Design t_flip_flop, sky130hd; sources not shown.
### Clock network drawn from the DEF

Scale: 12 px per um.
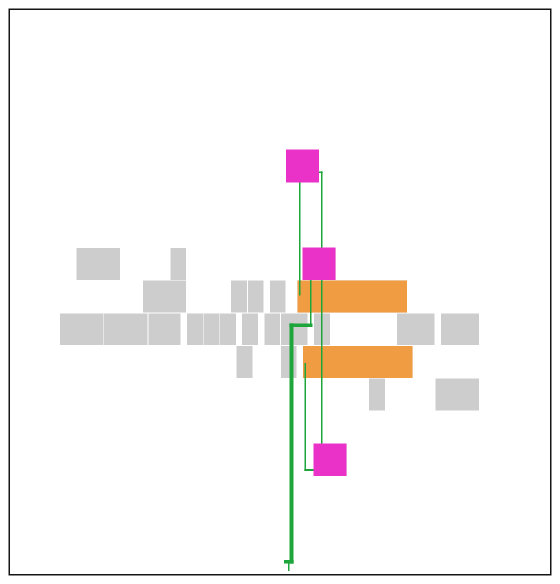
[green] clock wires | length: 75.8 um
[magenta] clock-net drivers | count: 3
[orange] flip-flops | count: 2
routed clock nets	4
Clk power: 97.7 uW
clk_lat worst skew: 0.22 ns
clock share of power: 0.490

### Power grid

Scale: 8 px per um. Pins as bars on the die edge.
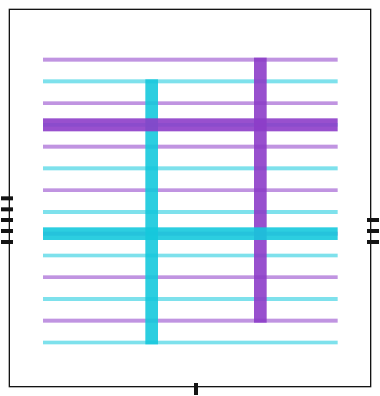
color	net
cyan	VSS
purple	VDD
met5 straps	2
met1 rails	14
rows	13
met4 straps	2
Die Wd: 45 um
die y size: 47 um
core box area: 0.00130 mm^2
Max IR drop VDD: 168 uV

### Sizing map

Scale: 8 px per um.
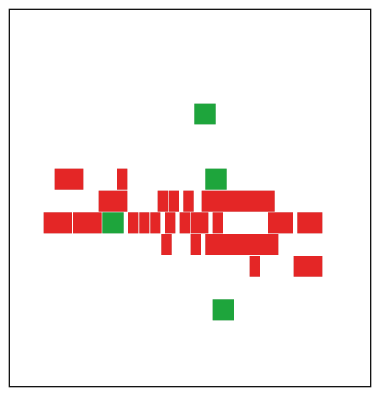
color	size	cells	share
green	x3 and x4	4	15%
red	x1 and smaller	23	85%
slack of the critical path: 0.172 ns
Signal buffers: 8

### Cells colored by class

Scale: 10 px per um. Fill, decap, tap and diode cells in gray.
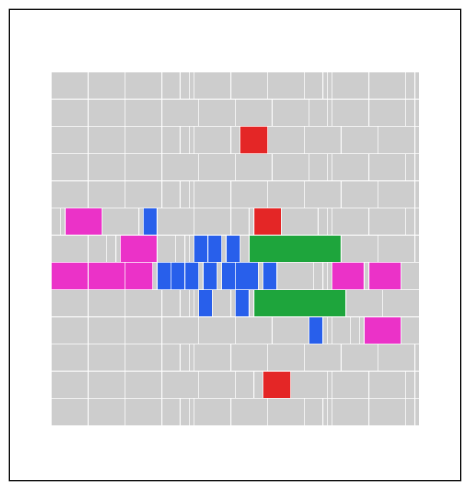
color	class	cells
red	clock-net drivers	3
magenta	remaining buffers and delay cells	8
green	sequential cells	2
blue	remaining logic cells	14
final core utilization: 0.170
fin area: 221 um^2

==> flow_summary.json <==
{
  "outcome": "finished clean",
  "layout_top_cells": "5 x nand2_1, 5 x inv_1, 5 x clkdlybuf4s50_1",
  "cts_root_buf": "clkbuf_4",
  "power.total_uw": 199,
  "cts_resized": 2,
  "overflow": 0,
  "power.leakage_nw": 0.126,
  "seq_area_frac": 0.226,
  "post-route-drc-count": 0,
  "crit_buf_inv": 1,
  "synthAoiAreaFrac": 0,
  "fmax_mhz": 614,
  "reg2reg_depth": 4,
  "n_all_inverters": 5,
  "critPathRequiredTime_ns": 1.15,
  "avgSynthCellArea_um2": 6.57,
  "path_class": "register to output pin",
  "placed_cells": 39,
  "post_cts_buffers": 0,
  "grt_pass1_vias": 148,
  "setup_viol": 0,
  "cts_tree": "built",
  "grt_pass1_wl_um": 510,
  "finalHoldViolCount": 0,
  "rsz0062_at_grt": "no",
  "first_pass_iters": 3,
  "nets": 35,
  "nWellTaps": 15,
  "slew_violations": 0,
  "powerDensity_mw_per_mm2": 901,
  "cp_max_fo": 3,
  "warning_count": 25,
  "area_growth_pct": 111,
  "htreeDepth": 1,
  "seqCellArea_um2": 50.0,
  "wl_per_cell_um": 7.52,
  "ys_warn_count": 0,
  "wirelength_um": 316,
  "ys.flops": 2,
  "io_pins": 9,
  "comb_area_um2": 36.3,
  "clk_pin_slew_ns": 0.03,
  "synth.logic.top_family": "simple AND/OR/NAND/NOR gates",
  "synth-area-yosys_um2": 105,
  "yosys.area_share.simple": 0.345,
  "crit_family": "buffers and inverters",
  "num_vias": 134,
  "finalCriticalPeriod_ns": 1.63,
  "crit_path_start_kind": "register",
  "grt_max_degree": 4,
  "crit_chain": "dlygate4sd2_1",
  "drive_above_1_share": 0.148,
  "path_depth": 1,
  "endpoint_kind": "output pin",
  "antenna_found_initial": 0,
  "clkbuf_count": 3,
  "ys_seq_frac": 0.476,
  "ys_sh_adder": 0,
  "finalSetupTns_ns": 0,
  "yosys_cells": 16,
  "dp_hpwl_um": 246,
  "worst_pin_slew_ns": 0.300,
  "num-multi-input-gates": 9,
  "cts.sinks": 2,
  "rrSetupSlack_ns": 0.84,
  "syn-cell-area_um2": 105,
  "clock_path_buffers": 2
}
## through the flow
step	hold WS, ns	setup WS, ns	cell area [um^2]	utilization
final	0.189	0.172	221	0.170
after global routing	0.196	0.123	221	0.170
after CTS	0.182	0.153	221	0.170
after detailed placement	0.397	0.122	201	0.155
after global placement	0.382	0.140	201	0.155
after floorplan	-0.00882	0.406	105	-
## report_power, final
group	internal (mW)	switching (mW)	total, mW
sequential	0.0494	0.00242	0.0518
clock	0.0735	0.0242	0.0977
combinational	0.0215	0.0285	0.0500
total	0.144	0.0551	0.199
## layer usage
layer,track usage,wire length [um],vias up
met1,0.0386,134,54
met3,0.00383,51,2
li1,-,-,68
met2,0.0424,111,10
met5,0,0,-
met4,0.105,19,0
## cell usage after synthesis
cell,instances
inv_1,5
nand2_1,5
nor2_1,3
dfrtp_1,2
nand4_1,1
Power and IR drop assume default switching activity.
